Run 1, placed cells, one colour a class:
Scale bar: 20 um.
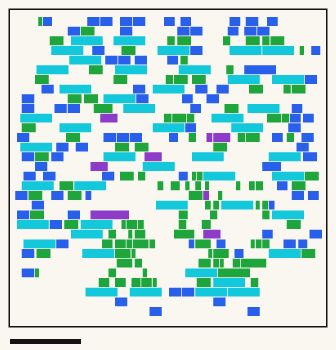
Run 1, routing congestion:
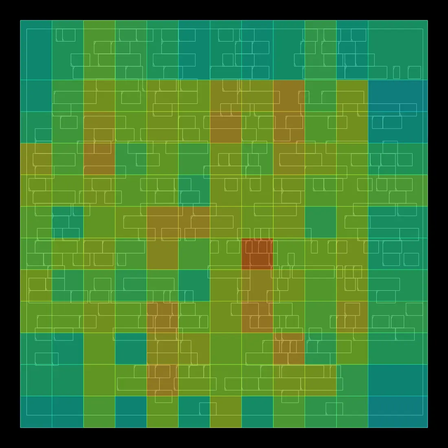
Run 1, sizing map:
Scale bar: 20 um.
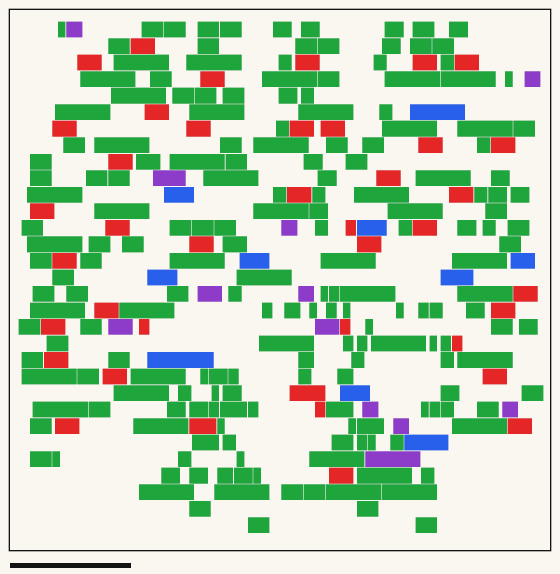
## src/rtl/jtcop_pkg.sv

```systemverilog
// jtcop_pkg: shared types and constants for the main-CPU to MCU mailbox
// Holds the mailbox FSM state encoding, CPU register offsets (cpu_addr[2:1])
// and the bit positions of the status word.
package jtcop_pkg;
  typedef enum logic [1:0] {
    ST_IDLE   = 2'd0,
    ST_STROBE = 2'd1,
    ST_WAIT   = 2'd2,
    ST_DONE   = 2'd3
  } mbox_state_e;
  localparam logic [1:0] MBOX_DATA = 2'd0;
  localparam logic [1:0] MBOX_STAT = 2'd1;
  localparam logic [1:0] MBOX_SEL  = 2'd2;
  localparam logic [1:0] MBOX_CLR  = 2'd3;
  localparam int STAT_BUSY   = 15;
  localparam int STAT_RVALID = 14;
  localparam int STAT_OVR    = 13;
  localparam int STAT_TOUT   = 12;
  // dsn bits are active-low byte enables: {UDSWn, LDSWn}
  function automatic logic [15:0] lane_merge(input logic [15:0] old_v, input logic [15:0] new_v,
                                             input logic [1:0] dsn);
    return {dsn[1] ? old_v[15:8] : new_v[15:8], dsn[0] ? old_v[7:0] : new_v[7:0]};
  endfunction
endpackage

```

## src/rtl/jtcop_mbox_edge.sv

```systemverilog
// jtcop_mbox_edge: rising-edge detector against the previous clk sample
// Ports: clk, rst (async, active high), sig_i level input, rise_o edge pulse.
// REG=0 gives a combinational pulse in the first high cycle; REG=1 delays
// the pulse by one register stage.
module jtcop_mbox_edge #(
  parameter bit REG = 1'b0
) (
  input  logic clk,
  input  logic rst,
  input  logic sig_i,
  output logic rise_o
);
  logic prev_q;
  always_ff @(posedge clk or posedge rst)
    if (rst) prev_q <= 1'b0;
    else     prev_q <= sig_i;
  generate
    if (REG) begin : g_reg
      logic rise_q;
      always_ff @(posedge clk or posedge rst)
        if (rst) rise_q <= 1'b0;
        else     rise_q <= sig_i & ~prev_q;
      assign rise_o = rise_q;
    end else begin : g_comb
      assign rise_o = sig_i & ~prev_q;
    end
  endgenerate
endmodule

```

## src/rtl/jtcop_mcu_mbox.sv

```systemverilog
// jtcop_mcu_mbox: main-CPU side command/reply mailbox toward the i8751 MCU
// Ports: clk/rst (async, active high); CPU side cs, addr, cpu_rnw, dsn,
// cpu_dout, cpu_din; MCU side mcu_din (command), mcu_dout/mcu_ack (reply),
// sec (selects, [0] = attention strobe), busy.
// Optional MCU_TOUT_EN adds a reply timeout of TOUT cycles in WAIT.
module jtcop_mcu_mbox
  import jtcop_pkg::*;
#(
  parameter int          STB_LEN = 4,
  parameter logic [15:0] TOUT    = 16'd4096
) (
  input  logic        clk,
  input  logic        rst,
  input  logic        cs,
  input  logic [1:0]  addr,
  input  logic        cpu_rnw,
  input  logic [1:0]  dsn,
  input  logic [15:0] cpu_dout,
  output logic [15:0] cpu_din,
  output logic [15:0] mcu_din,
  input  logic [15:0] mcu_dout,
  input  logic        mcu_ack,
  output logic [5:0]  sec,
  output logic        busy
);
  logic cs_rise, ack_rise, wr, rd0, tout;
  mbox_state_e st_q, st_d;
  logic [3:0]  cnt_q, cnt_d;
  logic [15:0] din_q, din_d, rep_q, rep_d, stat;
  logic        rv_q, rv_d, ovr_q, ovr_d;
  logic [2:0]  sel_q, sel_d;
  jtcop_mbox_edge #(.REG(1'b0)) u_cs_edge (.clk(clk), .rst(rst), .sig_i(cs), .rise_o(cs_rise));
  // Extra register stage gives the 2-cycle ack-to-status latency
  jtcop_mbox_edge #(.REG(1'b1)) u_ack_edge (.clk(clk), .rst(rst), .sig_i(mcu_ack), .rise_o(ack_rise));
  assign wr  = cs & ~cpu_rnw & cs_rise;
  assign rd0 = cs & cpu_rnw & cs_rise & (addr == MBOX_DATA);
`ifdef MCU_TOUT_EN
  logic [15:0] tcnt_q, tcnt_d;
  logic        tout_q, tout_d;
  assign tout = tout_q;
`else
  logic unused_tout;
  assign unused_tout = ^TOUT;
  assign tout = 1'b0;
`endif
  always_comb begin
    st_d  = st_q;
    cnt_d = cnt_q;
    din_d = din_q;
    rep_d = rep_q;
    rv_d  = rv_q;
    ovr_d = ovr_q;
    sel_d = sel_q;
`ifdef MCU_TOUT_EN
    tcnt_d = tcnt_q;
    tout_d = tout_q;
`endif
    if (wr && addr == MBOX_SEL && !dsn[0]) sel_d = cpu_dout[2:0];
    if (wr && addr == MBOX_CLR) begin
      ovr_d = 1'b0;
      rv_d  = 1'b0;
`ifdef MCU_TOUT_EN
      tout_d = 1'b0;
`endif
    end
    if (rd0) rv_d = 1'b0;
    // DONE counts as busy for a new command, so a write there is an overrun
    if (wr && addr == MBOX_DATA && st_q != ST_IDLE) ovr_d = 1'b1;
    case (st_q)
      ST_IDLE:
        if (wr && addr == MBOX_DATA) begin
          din_d = lane_merge(din_q, cpu_dout, dsn);
          cnt_d = 4'(STB_LEN);
          st_d  = ST_STROBE;
        end
      ST_STROBE:
        if (cnt_q == 4'd1) begin
          st_d = ST_WAIT;
`ifdef MCU_TOUT_EN
          tcnt_d = 16'd0;
`endif
        end else cnt_d = cnt_q - 4'd1;
      ST_WAIT:
        if (ack_rise) begin
          rep_d = mcu_dout;
          rv_d  = 1'b1;
          st_d  = ST_DONE;
        end
`ifdef MCU_TOUT_EN
        else if (tcnt_q == TOUT) begin
          rep_d  = 16'hFFFF;
          rv_d   = 1'b1;
          tout_d = 1'b1;
          st_d   = ST_DONE;
        end else tcnt_d = tcnt_q + 16'd1;
`endif
      ST_DONE: st_d = ST_IDLE;
    endcase
  end
  always_ff @(posedge clk or posedge rst)
    if (rst) begin
      st_q  <= ST_IDLE;
      cnt_q <= '0;
      din_q <= '0;
      rep_q <= '0;
      rv_q  <= 1'b0;
      ovr_q <= 1'b0;
      sel_q <= '0;
`ifdef MCU_TOUT_EN
      tcnt_q <= '0;
      tout_q <= 1'b0;
`endif
    end else begin
      st_q  <= st_d;
      cnt_q <= cnt_d;
      din_q <= din_d;
      rep_q <= rep_d;
      rv_q  <= rv_d;
      ovr_q <= ovr_d;
      sel_q <= sel_d;
`ifdef MCU_TOUT_EN
      tcnt_q <= tcnt_d;
      tout_q <= tout_d;
`endif
    end
  assign busy    = (st_q == ST_STROBE) || (st_q == ST_WAIT);
  assign sec     = {sel_q, 2'b00, st_q == ST_STROBE};
  assign mcu_din = din_q;
  always_comb begin
    stat = '0;
    stat[STAT_BUSY]   = busy;
    stat[STAT_RVALID] = rv_q;
    stat[STAT_OVR]    = ovr_q;
    stat[STAT_TOUT]   = tout;
  end
  // rep_d lets a read in the capture cycle already see the new reply
  assign cpu_din = addr == MBOX_DATA ? rep_d : addr == MBOX_STAT ? stat : 16'd0;
endmodule
```

## config.mk

```make
export PLATFORM = sky130hd
export DESIGN_NAME = jtcop_mcu_mbox
export DESIGN_NICKNAME = d
export VERILOG_FILES = /design/src/rtl/jtcop_pkg.sv /design/src/rtl/jtcop_mbox_edge.sv /design/src/rtl/jtcop_mcu_mbox.sv
export SDC_FILE = /design/constraint.sdc
export NUM_CORES = 1
export LEC_CHECK = 0
export ABC_CLOCK_PERIOD_IN_PS = 2630
export CAP_MARGIN = 10
export CELL_PAD_IN_SITES_DETAIL_PLACEMENT = 0
export CELL_PAD_IN_SITES_GLOBAL_PLACEMENT = 2
export CORE_UTILIZATION = 28
export DETAILED_ROUTE_END_ITERATION = 8
export GPL_TIMING_DRIVEN = 0
export PLACE_DENSITY_LB_ADDON = 0.12
export RECOVER_POWER = 100
export SLEW_MARGIN = 20
export SYNTH_ARGS = -nofsm -noshare
export SYNTH_HDL_FRONTEND = slang
export SYNTH_SLANG_ARGS = --single-unit
```

## constraint.sdc

```tcl
create_clock -name clk -period 2.63 [get_ports clk]
set_clock_uncertainty 0.1 [all_clocks]
set_input_delay 0.526 -clock clk [delete_from_list [all_inputs] [get_ports clk]]
set_output_delay 0.526 -clock clk [all_outputs]
set_load 0.005 [all_outputs]
```

==> results.ini, run 1 <==
[run_status]
status = finished clean

[worst_setup_path]
r2r_setup_slack_ns = 0.60
path_buffers = 3
critPathKind = reg -> out
slowest_delay_ns = 0.39
crit_required_ns = 2.00
crit_start = st_q[0]
cp_max_fo = 5
critPathArrivalTime_ns = 1.92

[power_and_ir_drop]
power_mw = 2.600
power_clock_mw = 0.527
internal_power_mw = 1.849
seqPwrFrac_pct = 40.6
power_top_consumer = sequential cells

[synth]
netlist_top_cells_count = dfrtp_1 (46), mux2_2 (33), and2_1 (13)
synth.area.mux_share_pct = 19.70
yosys-dominant-comb-family = multiplexers
syn_area_um2 = 2115
top_cell_area_share_pct = 54.44
yosysCellCount = 163
xor_share_pct = 0
yosysChipArea_um2 = 2115
compound_area_share_pct = 5.740
largest_area_cell = dfrtp_1

[final_layout]
sh_seq_area_pct = 36.13
nFlopsAndLatches = 46
logic_area_um2 = 919.6
clock_buffers = 5
flop_area_um2 = 1151
syn_to_final_growth_pct = 50.65
lay_top_cells = dfrtp_1 (46), clkdlybuf4s50_1 (36), mux2_2 (33)
nonClkBufAreaFrac_pct = 26.98

[sta]
whs_ns = 0.3013
setup-violations-final = 0
slew_viol_final = 0

[clock_tree]
ctsHoldBuffers = 0
root_buffer = clkbuf_8
cts_buffers = 5

[global_routing]
grt_pass1_vias = 1455
antenna_found_initial = 0

[placed_design]
post-dp-hpwl_um = 3487

[floorplan]
chipArea_um2 = 7903
core_region_area_um2 = 7292
rows = 31
taps = 99

[flow_run]
drv_cap = 0

[drt]
vias = 1519
ant_nets = 0
wl_per_cell_um = 13.65

[worst_hold_path]
hp-class = reg -> reg

## Picture notes: 'placed cells, one colour a class'
[other buffers and delay cells] blue | cells: 89 | share of their area: 28%
[combinational and other logic] green | cells: 112 | share of their area: 31%
[clock drivers and dummy loads] purple | cells: 8 | share of their area: 3.6%
[flops] cyan | cells: 46 | share of their area: 38%

## Picture notes: 'routing congestion'
Tot GR Track Use: 12.56%
grt met2 use: 19.30%
grt met3 use: 4.432%
post-layout util: 43.69%

## Picture notes: 'sizing map'
[_3 and _4 cells] purple | cells: 12 | share: 4.7%
[_0 and _1 cells] green | cells: 193 | share: 76%
[_6 and larger] blue | cells: 10 | share: 3.9%
[_2 cells] red | cells: 40 | share: 16%

run 1: routing by layer:
metal	GRT usage [%]	vias up	wire length (um)
met4	4.839	0	54
met5	0	-	0
met2	19.30	49	2178
met3	4.432	5	374
li1	-	743	-
met1	16.29	722	2225
run 1: state kept, by name (all words and copies together), names as in the netlist:
register and cells:
st_q 2, rep_q 16, ovr_q 1, mcu_din 16, cnt_q 4, sel_q 3
u_ack_edge.rise_o 1, u_ack_edge.prev_q 1, rv_q 1, u_cs_edge.prev_q 1
run 1: stage by stage:
stage                     setup slack (ns)  util [%]  setup TNS, ns  cell area (um^2)
final                              0.08505     43.69              0              3186
after global routing              0.003119     43.69              0              3186
after CTS                          0.05640     43.82              0              3196
after detailed placement           -0.4127     41.46         -5.434              3023
after global placement             -0.4484     41.18         -15.81              3003
after floorplan                     0.4381         -              0              2118
Run 1, sequential cells coloured by netlist name:
Scale bar: 20 um. Other sequential cells in the stronger grey, the rest of the logic in the fainter grey.
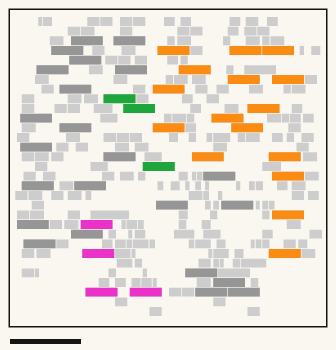

==> run 2, diff against run 1 <==
--- a/config.mk
+++ b/config.mk
@@ -13,7 +13,7 @@
 export DETAILED_ROUTE_END_ITERATION = 8
 export GPL_TIMING_DRIVEN = 0
 export PLACE_DENSITY_LB_ADDON = 0.12
-export RECOVER_POWER = 100
+export RECOVER_POWER = 25
 export SLEW_MARGIN = 20
 export SYNTH_ARGS = -nofsm -noshare
 export SYNTH_HDL_FRONTEND = slang
Run 2, sequential cells coloured by netlist name:
Scale bar: 20 um. Other sequential cells in the stronger grey, the rest of the logic in the fainter grey.
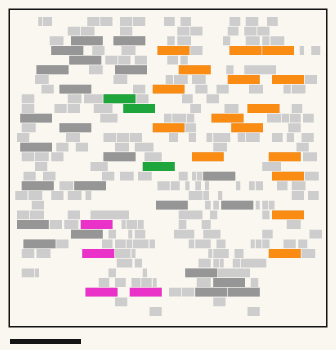
[sel_q] green | sequential cells: 3
[rep_q] orange | sequential cells: 16
[cnt_q] magenta | sequential cells: 4
not coloured: 23

==> run 2 against run 1 <==
  * Clock power hardly changed
  * Highest routed layer unchanged
  * Count of clock-buffer cells in the layout unchanged
  * First-iteration DRC count is 16% higher
  * Cell count unchanged
  * Fmax decreased by 0.43%
  * Synthesized cell count unchanged
  * Die size unchanged
  * Sequential power about the same
  * Sequential share of layout area down 0.32 points
==> results.ini, run 2 <==
[final_layout]
nonClkBufAreaFrac_pct = 26.74  ; was 26.98%
sh_seq_area_pct = 35.81  ; was 36.13%
post-route-cell-area_um2 = 3214  ; was 3186 um^2
flop_area_um2 = 1151  ; unchanged
clock_buffers = 5  ; unchanged
fin_util_pct = 44.08  ; was 43.69%

[sta]
fin_tns_setup_ns = 0  ; unchanged
setup_ws_ns = 0.07412  ; was 0.08505 ns

[run_status]
status = finished clean  ; unchanged

[synth]
synth.area.mux_share_pct = 19.70  ; unchanged
compound_area_share_pct = 5.740  ; unchanged
top_cell_area_share_pct = 54.44  ; unchanged
xor_share_pct = 0  ; unchanged
netlist_top_cells_count = dfrtp_1 (46), mux2_2 (33), and2_1 (13)  ; unchanged
syn_area_um2 = 2115  ; unchanged

[drt]
top_layer_used = met4  ; unchanged
vias = 1504  ; was 1519
wl_per_cell_um = 13.70  ; was 13.65 um

[floorplan]
core_region_area_um2 = 7292  ; unchanged
chipArea_um2 = 7903  ; unchanged

[clock_tree]
cts_buffers = 5  ; unchanged

[placed_design]
post-place-ws_ns = -0.4127  ; unchanged

[global_routing]
grt_use_met3_pct = 4.432  ; unchanged
globalRouteMet2Util_pct = 19.30  ; unchanged
busiest_layer = met2  ; unchanged
grt_use_total_pct = 12.56  ; unchanged

[worst_setup_path]
slowest_delay_ns = 0.39  ; about the same
crit_start = st_q[0]  ; unchanged
cp_max_fo = 5  ; unchanged

[power_and_ir_drop]
power_clock_mw = 0.528  ; was 0.527 mW
power_top_consumer = combinational logic  ; was sequential cells
seqPwrFrac_pct = 39.9  ; was 40.6%

[run 2: netlist changes by cell type in the layout (fill, tap and decap cells not counted), moves of 2 or more]
cell and change:
mux2_4 +2, and2_0 -3, clkdlybuf4s50_1 +21, and2_1 +3, dlygate4sd3_1 -21, mux2_1 -2
[run 2: worst min path at each step]
stage	start	slack [ns]	to
after floorplan	u_ack_edge.prev_q	0.28	u_ack_edge.rise_o
after global placement	u_ack_edge.prev_q	0.29	u_ack_edge.rise_o
after detailed placement	u_ack_edge.prev_q	0.29	u_ack_edge.rise_o
after CTS	u_ack_edge.prev_q	0.31	u_ack_edge.rise_o
after global routing	u_ack_edge.prev_q	0.34	u_ack_edge.rise_o
final	u_ack_edge.prev_q	0.30	u_ack_edge.rise_o
==> run 3, diff against run 2 <==
--- a/config.mk
+++ b/config.mk
@@ -12,6 +12,7 @@
 export CORE_UTILIZATION = 28
 export DETAILED_ROUTE_END_ITERATION = 8
 export GPL_TIMING_DRIVEN = 0
+export HOLD_SLACK_MARGIN = 0.02
 export PLACE_DENSITY_LB_ADDON = 0.12
 export RECOVER_POWER = 25
 export SLEW_MARGIN = 20
Run 3, sizing map:
Scale bar: 20 um.
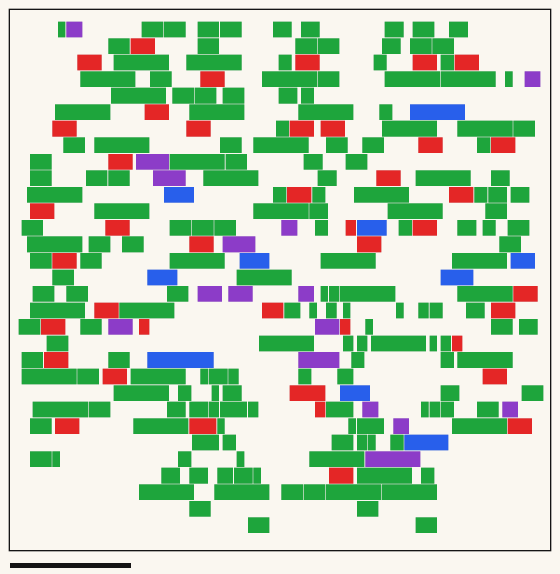
[_2 cells] red | cells: 41 | share: 16%
[_6 and larger] blue | cells: 10 | share: 3.9%
[_0 and _1 cells] green | cells: 188 | share: 74%
[_3 and _4 cells] purple | cells: 16 | share: 6.3%

==> run 3 against run 2 <==
  * Synthesized area stayed put
  * Synthesized cell count stayed put
  * Sequential power hardly changed
  * Count of clock-buffer cells in the layout stayed put
  * Sequential cell count stayed put
  * Critical path type unchanged
  * Die size stayed put
  * Total power stayed put
  * Via count stayed put
==> results.ini, run 3 <==
[worst_setup_path]
cp_max_fo = 5  ; unchanged
slowest_delay_ns = 0.39  ; about the same
crit_required_ns = 2.00  ; about the same
crit_start = st_q[0]  ; unchanged
r2r_setup_slack_ns = 0.72  ; about the same
critPathKind = reg -> out  ; unchanged
critPathArrivalTime_ns = 1.93  ; about the same

[synth]
synth.area.mux_share_pct = 19.70  ; unchanged
netlist_top_cells_count = dfrtp_1 (46), mux2_2 (33), and2_1 (13)  ; unchanged
compound_area_share_pct = 5.740  ; unchanged
xor_share_pct = 0  ; unchanged
yosysCellCount = 163  ; unchanged
yosysChipArea_um2 = 2115  ; unchanged
syn_area_um2 = 2115  ; unchanged
largest_area_cell = dfrtp_1  ; unchanged
top_cell_area_share_pct = 54.44  ; unchanged
yosys-dominant-comb-family = multiplexers  ; unchanged

[clock_tree]
root_buffer = clkbuf_8  ; unchanged
ctsHoldBuffers = 0  ; unchanged
cts_buffers = 5  ; unchanged

[power_and_ir_drop]
seqPwrFrac_pct = 39.9  ; about the same
power_mw = 2.658  ; unchanged
power_clock_mw = 0.528  ; about the same
power_top_consumer = combinational logic  ; unchanged
internal_power_mw = 1.895  ; unchanged

[floorplan]
rows = 31  ; unchanged

[final_layout]
post-route-cell-area_um2 = 3214  ; unchanged
lay_top_cells = clkdlybuf4s50_1 (57), dfrtp_1 (46), mux2_2 (33)  ; unchanged
syn_to_final_growth_pct = 52.01  ; unchanged
fin_util_pct = 44.08  ; unchanged

[sta]
setup-violations-final = 0  ; unchanged
slew_viol_final = 0  ; unchanged
fin_tns_setup_ns = 0  ; unchanged
whs_ns = 0.3020  ; unchanged
setup_ws_ns = 0.07412  ; unchanged

[worst_hold_path]
hold_start = u_ack_edge.prev_q  ; unchanged
hp-class = reg -> reg  ; unchanged

[global_routing]
antenna_found_initial = 0  ; unchanged
grt_use_total_pct = 12.56  ; unchanged
grt_pass1_vias = 1455  ; unchanged

[placed_design]
post-dp-hpwl_um = 3487  ; unchanged
place_area_um2 = 3023  ; unchanged
post-place-ws_ns = -0.4127  ; unchanged

[drt]
wl_per_cell_um = 13.70  ; unchanged
vias = 1504  ; unchanged
ant_nets = 0  ; unchanged

[flow_run]
drv_cap = 0  ; unchanged

[run_status]
status = finished clean  ; unchanged

-- run 3: cell counts after synthesis --
No cell type changed its count.
-- run 3: layout make-up --
| type | instances | area, um^2 |
|---|---|---|
| flip-flops and latches | 46 | 1151 |
| plain buffers | 6 | 47.55 |
| inverters | 6 | 22.52 |
| multi-input cells | 106 | 948.4 |
| well taps | 99 | 123.9 |
| repair buffers | 83 | 812.0 |
| clock buffers | 5 | 68.82 |
| fillers | 732 | 4078 |
| clock inverters | 3 | 40.04 |
-- run 3: per-layer routing --
| metal | vias up | share of wire, % | GRT usage (%) |
|---|---|---|---|
| met1 | 711 | 46 | 16.29 |
| met2 | 47 | 45 | 19.30 |
| met4 | 0 | 1.0 | 4.839 |
| met3 | 4 | 7.8 | 4.432 |
| li1 | 742 | - | - |
| met5 | - | 0 | 0 |
Power and IR drop assume default switching activity.
